Fig. 1: run 1, placed cells, one colour a class
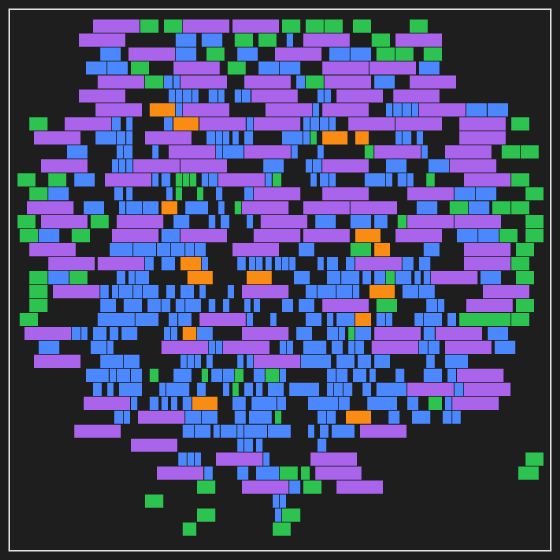
Fig. 2: run 1, signal metal coverage by tile
The bar under the picture is 20 um long. The die is cut into 21 by 21 equal tiles; dark blue is low, red is high, scaled to the fullest tile. Values are wire area over tile area, all layers added.
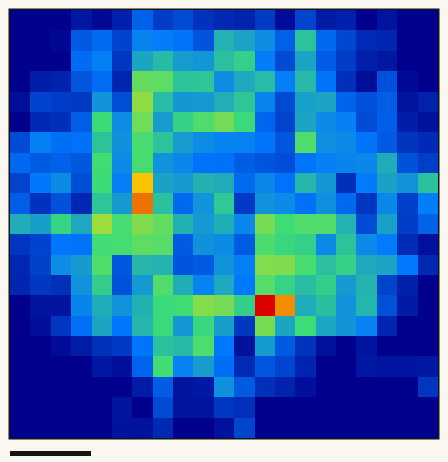
Fig. 3: run 1, placement density heat map
The bar under the picture is 20 um long. The die is cut into 11 by 11 equal tiles; dark blue is low, red is high, 0 to 100% covered.
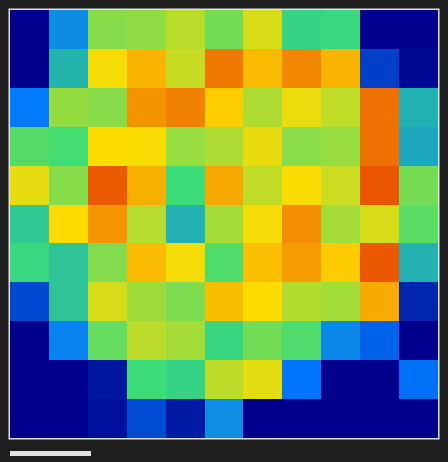
## src/rtl/program_loader_pkg.sv

```systemverilog
// Shared definitions for the program loader: FSM state encoding and checksum width.
package program_loader_defs;

    localparam int CSUM_WIDTH = 8;

    localparam logic [1:0] ST_IDLE  = 2'd0;
    localparam logic [1:0] ST_DATA  = 2'd1;
    localparam logic [1:0] ST_CHECK = 2'd2;
    localparam logic [1:0] ST_RUN   = 2'd3;

endpackage

```

## src/rtl/program_loader.sv

```systemverilog
// Loads a framed, checksummed byte stream into instruction RAM as little-endian words
// and holds the CPU in reset until a frame with a correct checksum has been written.
module program_loader
    import program_loader_defs::*;
#(
    parameter int ADDR_WIDTH = 8,
    parameter int DATA_WIDTH = 32
) (
    input  logic                  clk,
    input  logic                  reset_n,
    input  logic                  in_valid,
    input  logic [7:0]            in_data,
    output logic                  in_ready,
    input  logic                  reload,
    output logic                  mem_we,
    output logic [ADDR_WIDTH-1:0] mem_addr,
    output logic [DATA_WIDTH-1:0] mem_data,
    output logic                  cpu_reset,
    output logic                  done,
    output logic                  error
);

    localparam int BYTES = DATA_WIDTH / 8;
    localparam int IDX_W = (BYTES > 1) ? $clog2(BYTES) : 1;
    localparam logic [IDX_W-1:0] LAST_IDX = IDX_W'(BYTES - 1);

    logic [1:0]            state_q, state_d;
    logic [7:0]            count_q, count_d;
    logic [7:0]            word_cnt_q, word_cnt_d;
    logic [ADDR_WIDTH-1:0] addr_q, addr_d;
    logic [IDX_W-1:0]      byte_idx_q, byte_idx_d;
    logic [DATA_WIDTH-1:0] word_q, word_d;
    logic [CSUM_WIDTH-1:0] sum_q, sum_d;
    logic                  error_q, error_d;
    logic                  mem_we_q, mem_we_d;
    logic [ADDR_WIDTH-1:0] mem_addr_q, mem_addr_d;
    logic [DATA_WIDTH-1:0] mem_data_q, mem_data_d;

    logic                  accept;
    logic [DATA_WIDTH-1:0] word_shifted;

    assign in_ready = (state_q != ST_RUN) && !reload;
    assign accept   = in_valid && in_ready;

    // New bytes enter at the top so that after BYTES shifts the first byte sits in [7:0].
    assign word_shifted = (word_q >> 8) | (DATA_WIDTH'(in_data) << (DATA_WIDTH - 8));

    always_comb begin
        state_d    = state_q;
        count_d    = count_q;
        word_cnt_d = word_cnt_q;
        addr_d     = addr_q;
        byte_idx_d = byte_idx_q;
        word_d     = word_q;
        sum_d      = sum_q;
        error_d    = error_q;
        mem_we_d   = 1'b0;
        mem_addr_d = mem_addr_q;
        mem_data_d = mem_data_q;

        if (reload) begin
            state_d    = ST_IDLE;
            byte_idx_d = '0;
            sum_d      = '0;
            word_d     = '0;
            error_d    = 1'b0;
        end else begin
            case (state_q)
                ST_IDLE: begin
                    if (accept) begin
                        count_d    = in_data;
                        word_cnt_d = '0;
                        addr_d     = '0;
                        byte_idx_d = '0;
                        sum_d      = '0;
                        error_d    = 1'b0;
                        state_d    = ST_DATA;
                    end
                end
                ST_DATA: begin
                    if (accept) begin
                        word_d = word_shifted;
                        sum_d  = sum_q + CSUM_WIDTH'(in_data);
                        if (byte_idx_q == LAST_IDX) begin
                            byte_idx_d = '0;
                            mem_we_d   = 1'b1;
                            mem_addr_d = addr_q;
                            mem_data_d = word_shifted;
                            // Word counter is separate from the address so oversize frames wrap the address only.
                            if (word_cnt_q == count_q) begin
                                state_d = ST_CHECK;
                            end else begin
                                word_cnt_d = word_cnt_q + 8'd1;
                                addr_d     = addr_q + ADDR_WIDTH'(1);
                            end
                        end else begin
                            byte_idx_d = byte_idx_q + IDX_W'(1);
                        end
                    end
                end
                ST_CHECK: begin
                    if (accept) begin
                        if (in_data == sum_q) begin
                            state_d = ST_RUN;
                        end else begin
                            error_d = 1'b1;
                            state_d = ST_IDLE;
                        end
                    end
                end
                default: begin
                end
            endcase
        end
    end

    always_ff @(posedge clk or negedge reset_n) begin
        if (!reset_n) begin
            state_q    <= ST_IDLE;
            count_q    <= '0;
            word_cnt_q <= '0;
            addr_q     <= '0;
            byte_idx_q <= '0;
            word_q     <= '0;
            sum_q      <= '0;
            error_q    <= 1'b0;
            mem_we_q   <= 1'b0;
            mem_addr_q <= '0;
            mem_data_q <= '0;
        end else begin
            state_q    <= state_d;
            count_q    <= count_d;
            word_cnt_q <= word_cnt_d;
            addr_q     <= addr_d;
            byte_idx_q <= byte_idx_d;
            word_q     <= word_d;
            sum_q      <= sum_d;
            error_q    <= error_d;
            mem_we_q   <= mem_we_d;
            mem_addr_q <= mem_addr_d;
            mem_data_q <= mem_data_d;
        end
    end

    assign mem_we    = mem_we_q;
    assign mem_addr  = mem_addr_q;
    assign mem_data  = mem_data_q;
    assign cpu_reset = (state_q != ST_RUN);
    assign done      = (state_q == ST_RUN);
    assign error     = error_q;

endmodule

```

## config.mk

```make
export PLATFORM = sky130hd
export DESIGN_NAME = program_loader
export DESIGN_NICKNAME = d
export VERILOG_FILES = /design/src/rtl/program_loader_pkg.sv /design/src/rtl/program_loader.sv
export SDC_FILE = /design/constraint.sdc
export NUM_CORES = 1
export LEC_CHECK = 0
export CORE_UTILIZATION = 45
export DETAILED_ROUTE_END_ITERATION = 8
export GPL_TIMING_DRIVEN = 0
export PLACE_DENSITY = 0.73
export SLEW_MARGIN = 20
export SYNTH_ARGS = -nofsm -noshare
export SYNTH_HDL_FRONTEND = slang
export SYNTH_SLANG_ARGS = --single-unit
```

## constraint.sdc

```tcl
create_clock -name clk -period 2.81 [get_ports clk]
set_input_delay 0.281 -clock clk [delete_from_list [all_inputs] [get_ports clk]]
set_output_delay 0.281 -clock clk [all_outputs]
set_load 0.02 [all_outputs]
```

==> impl_metrics.yaml, run 1 <==
# synthesis and place-and-route metrics
run_status:
  status: "finished, final reports clean"
detailed_routing:
  wl_um: 10700
  m1WireLength_um: 4840
  first_pass_iters: 4
  postRouteAntennaNets: 0
  vias: 3605
  via_per_inst: 5.54
  drt_iter0_drc: 182
  drc: 0
  dr_wl_met3_um: 441
  routed.top_layer: "met4"
  dr_wl_met2_um: 5250
  wl_per_cell_um: 16.5
worst_hold_path:
  min_path_type: "in2reg"
  holdPathStages: 2
timing:
  worst_pin_slew_ns: 0.547
  timing.final.crit_share_pct: 77.4
  fmax_mhz: 460
  skew_ns: 0.0114
  setup_viol_count_final: 0
  hold_viol_final: 0
  rsz0062_at_grt: "false"
  relSlewSlack_pct: 63.2
  final_max_slew_viol_count: 0
  period_needed_ns: 2.17
cells_and_area:
  fillers: 896
  final_common_cell: "dfrtp_1"
  register_area_mm2: 0.00255
  layout.nets: 538
  final_cells: 651
  drive_gt1_share_pct: 16.7
  logic_area_mm2: 0.00207
  final_cell_mix: "102 x dfrtp_1, 96 x nand2_1, 54 x clkdlybuf4s50_1"
  n_antenna_cell: 0
  area_delta_synth_final_pct: 19.6
clocking:
  path_clk_slew_ns: 0.10
  cts_tree: "done"
  ctsResizeCount: 0
  root_buffer: "clkbuf_8"
  clk_latency_ns: 0.37
  cts_buffers: 9
  clk_path_buf_depth: 2
  cts_sinks: 102
  htreeDepth: 3
synth:
  ys.flops: 102
  synth_cell_types: 52
  ys_sh_xor_pct: 2.85
  adder_share_pct: 4.08
  aoi_share_pct: 12.7
  ys_seq_share_pct: 53.3
  ys_sh_simple_pct: 13.6
  syn_area_per_cell_um2: 10.8
  synth_area_mm2: 0.00479
  synth-edff-count: 0
  synth_nets: 470
  yosys.area.top_type: "dfrtp_1"
  mux_share_pct: 10.0
  top_area_share_pct: 53.3
  synthTopCellsByArea: "dfrtp_1 53%, mux2_2 9.4%, nand2_1 7.5%"
  ys_warn_count: 0
  netlist_logic_family_top: "simple AND/OR/NAND/NOR gates"
  ys.flop_type: "dfrtp_1"
  synthArstFlopShare_pct: 100
  ys_area_mm2: 0.00479
  synthCells: 443
  yosys_cells: 443
critical_path:
  r2r_slack_ns: 0.66
  crit_arrival_ns: 2.44
  r2r_end: "addr_q[6]$_DFFE_PN0P_"
  end_kind: "register"
  slowest_delay_ns: 0.54
  cp.depth: 8
  critPathLaunchType: "input pin"
  cp_slowest_cell: "clkdlybuf4s50_1"
  worst-setup-path-type: "in2reg"
  endpoint: "sum_q[6]$_DFFE_PN0P_"
  path_buffers: 1
  cp_max_fo: 4
  crit_chain: "clkdlybuf4s50_1 -> ha_1 -> fa_1 -> a21o_1 -> a21o_1 -> a21oi_1 -> mux2i_1 -> nand3_1"
  crit_required_ns: 3.07
  startpoint: "in_data[0]"
  cpMostUsedCell: "a21o_1"
  reg2regPathDepth: 9
  cp_top_family: "adder cells"
  timing.rr.start: "state_q[0]$_DFFE_PN0P_"
floorplan:
  die_h_um: 105
  coreArea_mm2: 0.0103
  rows: 37
  dieArea_mm2: 0.0111
  chipWidth_um: 105
  io_pins: 57
  core_util_floorplan_pct: 46.4
power:
  ir_worst_vdd_uv: 269
  p_per_area_mw_per_mm2: 565
  p_total_mw: 3.23
  power_leakage_nw: 2.63
global_routing:
  grt_start_max_net_pins: 75
  grt_pass1_wl_um: 18000
  grt_pass1_vias: 3653
  grtUsageTotal_pct: 20.7
  grt_antenna_before_repair: 0
  grt_overflow: 0
placed_design:
  place.port_buffers: 55
  dp_hpwl_um: 7820
  place.gp.congestion: 0.903
  placed_cells: 635
run:
  maxCapViolations: 0
  warnings: 29
About Fig. 1:
[remaining buffers and delay cells] green | cells: 81 | share of their area: 13%
[clock drivers and dummy loads] orange | cells: 15 | share of their area: 3.2%
[registers] purple | cells: 102 | share of their area: 46%
[remaining logic cells] blue | cells: 317 | share of their area: 38%

About Fig. 2:
fullest tile: 0.68
tiles over half the peak: 9.1%
nearly empty tiles: 18%
mean over tiles: 0.15

About Fig. 3:
tiles over 75% full: 20%
mean over tiles: 50%
fullest tile: 90%
nearly empty tiles: 15%
emptiest ninth of the die: south-east

==> run 1: flip-flops by register name, indices dropped and copies added, names as in the netlist, 2 cells and up <==
signal	count
mem_data	32
word_q	24
addr_q	8
count_q	8
mem_addr	8
sum_q	8
word_cnt_q	8
byte_idx_q	2
state_q	2
==> run 1: worst min path at each step <==
stage,start,endpoint,slack [ns]
2_1_floorplan,reset_n,addr_q[0]$_DFFE_PN0P_,-0.01
3_3_place_gp,byte_idx_q[1]$_DFFE_PN0P_,byte_idx_q[1]$_DFFE_PN0P_,0.47
3_5_place_dp,reset_n,addr_q[1]$_DFFE_PN0P_,0.18
4_1_cts,reload,error$_DFFE_PN0P_,0.14
5_1_grt,reload,error$_DFFE_PN0P_,0.14
6_report,reload,error$_DFFE_PN0P_,0.14
==> run 1: logic make-up after synthesis <==
kind of cell / count (synthesis)
adders and majority gates: 15
AOI/OAI and AO/OA: 93
and+or+nand+nor: 143
buffers and inverters: 34
muxes: 43
xor gates and xnor gates: 13
DFF: 102
==> run 1: metal layers <==
metal	up-vias	GRT usage, %
met5	-	0
met4	0	7.55
met3	17	3.68
met2	96	34.0
met1	1805	27.4
li1	1687	-
==> run 1: power by group <==
group	internal (mW)	switching (mW)
Combinational	0.268	0.433
Clock	0.331	0.533
Sequential	1.57	0.0973
Total	2.17	1.06
==> run 1: final cells by class <==
type / count / share of cell area [%]
clock inverters: 6 / 0.918
plain buffers: 24 / 2.21
multi-input cells: 307 / 36.2
repair buffers: 57 / 10.3
well taps: 136 / 2.97
clock buffers: 9 / 2.16
flip-flops and latches: 102 / 44.6
inverters: 10 / 0.656
==> run 1: what timing repair did <==
action,in CTS,in global routing
hold buffers,1,0
setup buffers,0,0
hold endpoints to repair,28,0
==> run 1: synthesized netlist by cell type (5+ instances only) <==
| master | instances |
|---|---|
| clkbuf_1 | 10 |
| mux2_2 | 40 |
| buf_2 | 8 |
| dfrtp_1 | 102 |
| a31oi_1 | 6 |
| xnor2_1 | 6 |
| ha_1 | 14 |
| inv_1 | 10 |
| o211ai_1 | 6 |
| a21oi_1 | 9 |
| nor2_1 | 6 |
| nand2_1 | 96 |
| nand3_1 | 14 |
| o21ai_0 | 43 |
| nand2b_1 | 6 |
| a21o_1 | 5 |
==> run 1: worst reg2reg max path: stages (launching register included) <==
cell	delay, ns
dfrtp_1	0.44
ha_1	0.25
nor2b_1	0.11
buf_2	0.21
and3_1	0.17
buf_4	0.17
o21ai_2	0.10
buf_6	0.16
o311ai_1	0.30
o41ai_1	0.12
==> run 1: metrics by stage <==
| step | setup WS [ns] | setup TNS, ns | hold WS [ns] | cell area (um2) | utilization [%] |
|---|---|---|---|---|---|
| floorplan | 0.832 | 0 | -0.0146 | 4790 | - |
| detailed placement | 0.290 | 0 | 0.178 | 5540 | 53.6 |
| finish | 0.635 | 0 | 0.145 | 5720 | 55.4 |
| global placement | -2.32 | -236.05 | 0.471 | 5510 | 53.4 |
| global route | 0.401 | 0 | 0.137 | 5720 | 55.4 |
| CTS | 0.613 | 0 | 0.139 | 5720 | 55.4 |
--- run 2 (diff from run 1) ---
--- a/config.mk
+++ b/config.mk
@@ -8,7 +8,7 @@
 export CORE_UTILIZATION = 45
 export DETAILED_ROUTE_END_ITERATION = 8
 export GPL_TIMING_DRIVEN = 0
-export PLACE_DENSITY = 0.73
+export PLACE_DENSITY = 0.75
 export SLEW_MARGIN = 20
 export SYNTH_ARGS = -nofsm -noshare
 export SYNTH_HDL_FRONTEND = slang
==> constraint.sdc (replaced) <==
create_clock -name clk -period 1.9 [get_ports clk]
set_input_delay 0.19 -clock clk [delete_from_list [all_inputs] [get_ports clk]]
set_output_delay 0.19 -clock clk [all_outputs]
set_load 0.02 [all_outputs]
Fig. 4: run 2, placed cells, one colour a class
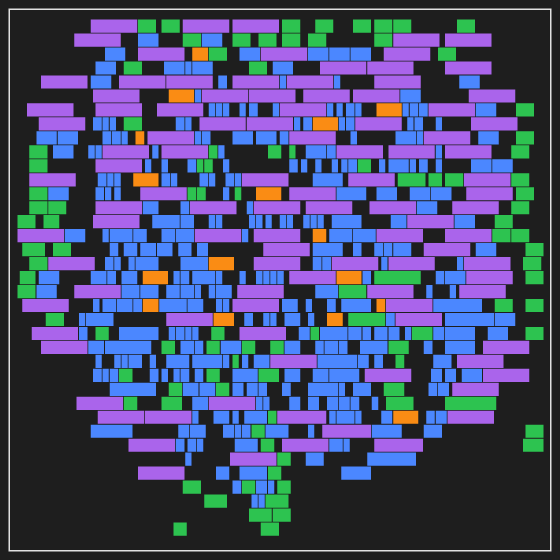
[clock drivers and dummy loads] orange | cells: 16 | share of their area: 3.0%
[remaining logic cells] blue | cells: 317 | share of their area: 39%
[registers] purple | cells: 102 | share of their area: 42%
[remaining buffers and delay cells] green | cells: 99 | share of their area: 16%

==> run 2 against run 1 <==
  * Worst hold slack got worse by 0.076 ns
  * Cell count grew 2.9%
  * Die area unchanged
  * Routed wire length rose by 4.4%
  * Sequential cell count stayed put
  * Clock skew rose by 0.0058 ns
  * First-iteration DRC count decreased by 2.7%
  * Combinational power up 84%
  * Sequential power is 47% higher
  * Synthesized cell count stayed put
==> impl_metrics.yaml, run 2 <==
# synthesis and place-and-route metrics
clocking:
  cts_sinks: 102
  clk_latency_ns: 0.38
  root_buffer: "clkbuf_8"
  clk_path_buf_depth: 2
  cts_tree: "done"
critical_path:
  end_kind: "register"
  reg2regPathDepth: 7
  r2r_slack_ns: 0.006
  timing.rr.start: "sum_q[0]$_DFFE_PN0P_"
  crit_required_ns: 2.15
  r2r_end: "sum_q[6]$_DFFE_PN0P_"
  crit_arrival_ns: 2.14
  worst-setup-path-type: "reg2reg"
cells_and_area:
  design_area_mm2: 0.00619
  final_cell_mix: "99 x dfrtp_1, 96 x nand2_1, 48 x clkdlybuf4s50_1"
  largest_reg_flops: 32
  area_delta_synth_final_pct: 29.2
  logic_area_mm2: 0.00229
  fillers: 807
  n_antenna_cell: 0
  layout.nets: 556
  final_common_cell: "dfrtp_1"
run_status:
  status: "finished, final reports clean"
synth:
  yosys.area.top_type: "dfrtp_1"
  ys_warn_count: 0
  top_area_share_pct: 53.3
  common_cells: "102 x dfrtp_1, 96 x nand2_1, 43 x o21ai_0"
  syn_area_per_cell_um2: 10.8
  synth.most_common_cell: "dfrtp_1"
  synthTopCellsByArea: "dfrtp_1 53%, mux2_2 9.4%, nand2_1 7.5%"
  synthCells: 443
  ys_area_mm2: 0.00479
  ys.flop_type: "dfrtp_1"
  synth_area_mm2: 0.00479
  ys.flops: 102
detailed_routing:
  postRouteAntennaNets: 0
  first_pass_iters: 4
  wl_um: 11200
  drc: 0
  vias: 3695
  via_per_inst: 5.51
timing:
  fin_tns_setup_ns: 0
  period_needed_ns: 1.89
  worst_pin_slew_ns: 0.542
  fmax_mhz: 528
  hold_viol_final: 0
  holdWs_ns: 0.0690
  setup_viol_count_final: 0
  timing.final.crit_share_pct: 99.7
  relSlewSlack_pct: 63.8
power:
  p_comb_share_pct: 25.6
  ir_worst_vdd_uv: 408
  swShare_pct: 33.3
  p_total_mw: 5.05
  pwr-share-clk_pct: 25.5
  seqPwrFrac_pct: 48.8
worst_hold_path:
  min_from: "reload"
  holdPathStages: 2
  min_to: "error$_DFFE_PN0P_"
global_routing:
  grt_pass1_vias: 3695
  grt_antenna_before_repair: 0
  grt_pass1_wl_um: 18500
  grt_overflow: 0
  grtUsageTotal_pct: 21.4
run:
  warnings: 31
  maxCapViolations: 0
floorplan:
  rows: 37
  io_pins: 57
  core_util_floorplan_pct: 46.4
  coreArea_mm2: 0.0103
  dieArea_mm2: 0.0111
placed_design:
  place.gp.congestion: 0.870
  dpl_cell_area_mm2: 0.00554
-- run 2: timing repair --
| action | CTS | global route |
|---|---|---|
| hold buffers | 1 | 0 |
| cloned | 1 | 3 |
| pin swaps | 11 | 16 |
| buffers inserted | 8 | 8 |
| endpoints found under the setup margin | 88 | 96 |
| endpoints found under the hold margin | 43 | 0 |
| resized | 35 | 45 |
-- run 2: metrics by stage --
step | instances | utilization (%) | setup slack [ns]
after floorplan | 443 | - | 0.00165
after global placement | 634 | 53.4 | -3.12
after detailed placement | 635 | 53.7 | -0.560
after CTS | 660 | 57.6 | -0.0216
after global routing | 670 | 59.9 | -0.0809
final | 670 | 59.9 | 0.00559
-- run 2: metal layers --
layer,global-route usage (%),share of wire (%),vias to the layer above
li1,-,-,1729
met1,28.6,45,1869
met2,35.6,50,85
met3,3.74,3.5,12
met4,6.54,1.3,0
met5,0,0,-
-- run 2: worst max-delay path, cell delays in order, from the launching register on --
cell	delay, ns
dfrtp_1	0.42
ha_4	0.19
fa_2	0.35
a21o_1	0.17
a21o_1	0.18
a21oi_2	0.16
mux2i_1	0.20
nand3_1	0.09
-- run 2: logic make-up after synthesis --
kind of cell / after synthesis / share of synthesized area (%)
simple gates: 143 / 13.6
flops: 102 / 53.3
compound gates: 93 / 12.7
mux: 43 / 10.0
buf+inv: 34 / 3.42
fa+ha+maj: 15 / 4.08
xor+xnor: 13 / 2.85
-- run 2: power groups by stage --
stage	sequential, mW	clock (mW)	combinational (mW)
2_1_floorplan	2.47	0	0.734
3_3_place_gp	2.50	0	0.972
3_5_place_dp	2.50	0	1.02
4_1_cts	2.46	1.32	1.14
5_1_grt	2.48	1.39	1.43
6_report	2.46	1.29	1.29
-- run 2: layout make-up --
class | count | area share, %
Sequential cell | 102 | 41.3
Multi-Input combinational cell | 307 | 37.1
Timing Repair Buffer | 77 | 12.6
Buffer | 22 | 2.79
Tap cell | 136 | 2.75
Clock buffer | 9 | 2.00
Clock inverter | 7 | 0.890
Inverter | 10 | 0.607
-- run 2: worst max-delay path by stage --
stage	from	to	slack, ns	cells after the start
global placement	reset_n	mem_data[19]$_DFFE_PN0P_	-3.12	1
global route	sum_q[0]$_DFFE_PN0P_	sum_q[6]$_DFFE_PN0P_	-0.08	7
detailed placement	in_data[2]	state_q[0]$_DFFE_PN0P_	-0.56	6
finish	sum_q[0]$_DFFE_PN0P_	sum_q[6]$_DFFE_PN0P_	0.006	7
CTS	sum_q[1]$_DFFE_PN0P_	sum_q[7]$_DFFE_PN0P_	-0.02	6
floorplan	state_q[0]$_DFFE_PN0P_	word_cnt_q[6]$_DFFE_PN0P_	0.002	9
--- run 3 (diff from run 2) ---
--- a/config.mk
+++ b/config.mk
@@ -5,10 +5,12 @@
 export SDC_FILE = /design/constraint.sdc
 export NUM_CORES = 1
 export LEC_CHECK = 0
+export ABC_AREA = 1
 export CORE_UTILIZATION = 45
 export DETAILED_ROUTE_END_ITERATION = 8
 export GPL_TIMING_DRIVEN = 0
 export PLACE_DENSITY = 0.75
+export SETUP_SLACK_MARGIN = 0.05
 export SLEW_MARGIN = 20
 export SYNTH_ARGS = -nofsm -noshare
 export SYNTH_HDL_FRONTEND = slang
Fig. 5: run 3, routing congestion
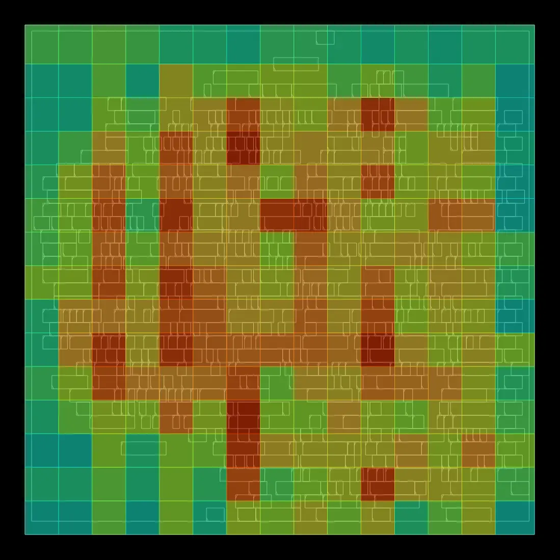
met3 Use GR: 3.06%
total track usage: 20.8%
Core Util, Final: 57.4%

==> run 3 against run 2 <==
  * First-iteration DRC count up 7.9%
  * Utilization decreased by 2.6 points
  * Cell area shrank 4.7%
  * Synthesized cell count up 21%
  * Sequential cell count is the same
  * Clock power hardly changed
  * Highest routed layer unchanged
==> impl_metrics.yaml, run 3 <==
# synthesis and place-and-route metrics
run_status:
  status: "finished, final reports clean"
detailed_routing:
  postRouteAntennaNets: 0
  drc: 0
  vias: 3912
  drt_iter0_drc: 191
  via_per_inst: 5.13
  wl_per_cell_um: 14.0
  first_pass_iters: 5
  wl_um: 10700
floorplan:
  die_h_um: 105
  core_util_floorplan_pct: 46.1
  io_pins: 57
  rows: 37
  coreArea_mm2: 0.0103
  dieArea_mm2: 0.0109
  chipWidth_um: 105
cells_and_area:
  largest_reg_flops: 32
  final_cells: 762
  design_area_mm2: 0.00590
  final_common_cell: "nand2_1"
  fillers: 915
  drive_gt1_share_pct: 11.2
  area_delta_synth_final_pct: 24.4
  n_antenna_cell: 0
  final_cell_mix: "150 x nand2_1, 101 x dfrtp_1, 60 x inv_1"
  layout.nets: 648
placed_design:
  pre_cts_slack_ns: -0.182
  dpl_cell_area_mm2: 0.00551
  place.gp.congestion: 0.831
  dp_hpwl_um: 7570
  placed_cells: 730
  place.port_buffers: 56
synth:
  common_cells: "155 x nand2_1, 102 x dfrtp_1, 60 x inv_1"
  ys.flop_type: "dfrtp_1"
  synth_area_mm2: 0.00474
  yosys_cells: 537
  yosys.area.top_type: "dfrtp_1"
  synthCells: 537
  synthArstFlopShare_pct: 100
  synth-edff-count: 0
  top_area_share_pct: 53.9
  ys.flops: 102
  synthTopCellsByArea: "dfrtp_1 54%, nand2_1 12%, inv_1 4.8%"
  synth_nets: 564
  ys_area_mm2: 0.00474
  ys_seq_share_pct: 53.9
  syn_area_per_cell_um2: 8.82
  ys_warn_count: 0
  synth.most_common_cell: "nand2_1"
  synth_cell_types: 34
timing:
  skew_ns: 0.0106
  relSlewSlack_pct: 67.1
  hold_viol_final: 0
  fin_tns_setup_ns: 0
  fmax_mhz: 544
  worst_pin_slew_ns: 0.493
  final_max_slew_viol_count: 0
  timing.final.crit_share_pct: 96.8
  setup_viol_count_final: 0
  worst_slack_ns: 0.0614
  rsz0062_at_grt: "true"
  period_needed_ns: 1.84
  holdWs_ns: 0.327
run:
  maxCapViolations: 0
  warnings: 31
critical_path:
  worst-setup-path-type: "reg2reg"
  critPathLaunchType: "register"
  crit_arrival_ns: 2.10
  crit_required_ns: 2.16
  cp_max_fo: 8
  end_kind: "register"
clocking:
  cts_sinks: 102
  clk_path_buf_depth: 2
  root_buffer: "clkbuf_8"
  htreeDepth: 3
  path_clk_slew_ns: 0.10
  clk_latency_ns: 0.36
  cts_buffers: 9
  cts_tree: "done"
global_routing:
  grt_pass1_wl_um: 18300
  grt_pass1_vias: 3838
  grt_overflow: 0
  grt_start_max_net_pins: 54
  grt_antenna_before_repair: 0
worst_hold_path:
  min_path_type: "in2async"
power:
  p_per_area_mw_per_mm2: 904
  ir_worst_vdd_uv: 422
  p_total_mw: 5.33
  power_leakage_nw: 2.80
[run 3: cell types whose count changed after synthesis, sizes merged, moves of 5 or more]
cell,previous run,this run
nand2,96,159
inv,10,65
mux2,40,0
nor2,6,32
o22ai,1,24
nand3,14,30
o21ai,44,55
nand2b,6,0
o211ai,6,1
[run 3: cell type report]
class | instances | area [um2] | area share [%]
Tap cell | 136 | 170 | 2.89
Multi-Input combinational cell | 354 | 1880 | 31.9
Timing Repair Buffer | 73 | 713 | 12.1
Inverter | 65 | 259 | 4.39
Sequential cell | 102 | 2550 | 43.3
Clock buffer | 9 | 124 | 2.10
Buffer | 16 | 126 | 2.14
Clock inverter | 7 | 66.3 | 1.12
[run 3: what timing repair did]
| item | CTS | global route |
|---|---|---|
| cloned | 1 | 0 |
| pin swaps | 5 | 8 |
| setup buffers | 9 | 5 |
| resized | 15 | 15 |
| hold buffers | 1 | 0 |
| setup endpoints to repair | 55 | 80 |
| endpoints found under the hold margin | 49 | 0 |
[run 3: path summary, 6_finish.rpt]
path,startpoint,to,slack [ns],cells after the start
min,reset_n,mem_data[11]$_DFFE_PN0P_,0.33,2
max,state_q[1]$_DFFE_PN0P_,word_cnt_q[4]$_DFFE_PN0P_,0.06,12
max reg2reg,state_q[1]$_DFFE_PN0P_,word_cnt_q[4]$_DFFE_PN0P_,0.06,12
max in group asynchronous,reset_n,state_q[0]$_DFFE_PN0P_,0.91,3
min reg2reg,mem_addr[2]$_DFFE_PN0P_,mem_addr[2]$_DFFE_PN0P_,0.48,2
min in group clk,mem_addr[2]$_DFFE_PN0P_,mem_addr[2]$_DFFE_PN0P_,0.48,2
[run 3: per-layer routing]
layer | track usage [%] | vias up | share of wire, %
met2 | 33.5 | 107 | 47
met4 | 7.24 | 0 | 1.6
met1 | 29.0 | 1873 | 47
met5 | 0 | - | 0
li1 | - | 1919 | -
met3 | 3.06 | 13 | 4.3
[run 3: critical path, stage by stage (launching register included)]
cell	delay [ns]
dfrtp_1	0.46
ha_4	0.21
nor2_4	0.13
nand2_4	0.10
nor2_8	0.14
inv_8	0.06
nor2_8	0.14
nand2_4	0.09
nand2_8	0.09
nand2_8	0.08
buf_6	0.14
nand2_1	0.05
nand2_1	0.05
[run 3: power by group]
group          leakage, nW  switching [mW]  internal (mW)  total [mW]
Clock               0.0949           0.798          0.507        1.30
Combinational         1.34           0.922          0.573        1.49
Sequential            1.37           0.145           2.38        2.53
[run 3: cells by family after synthesis]
| kind of cell | after synthesis | share of synthesized area [%] |
|---|---|---|
| AOI/OAI and AO/OA | 96 | 11.2 |
| adders and majority gates | 15 | 4.12 |
| xor gates and xnor gates | 10 | 1.85 |
| buffers and inverters | 81 | 7.50 |
| DFF | 102 | 53.9 |
| and+or+nand+nor | 233 | 21.4 |

==> screenshots <==
Cells by drive strength.
picture 1
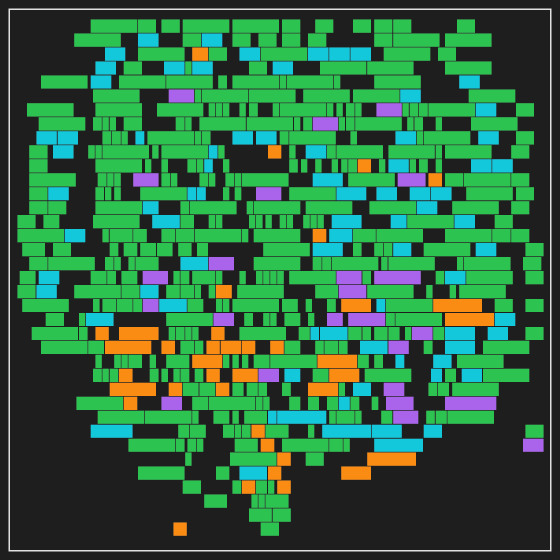
picture 2
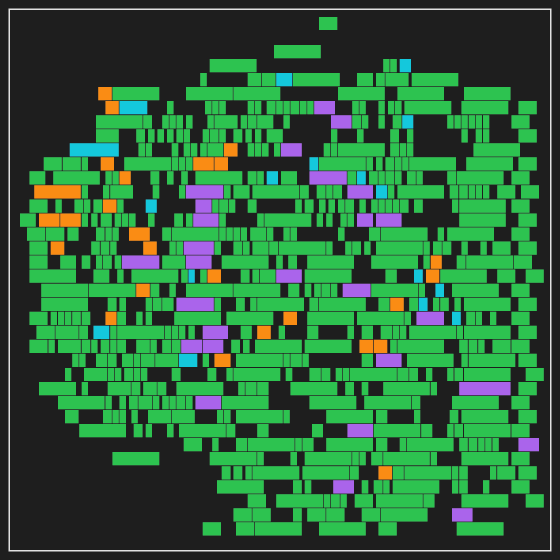
Picture 1 is run 2.
Picture 2 is run 3.

Power and IR drop assume default switching activity.
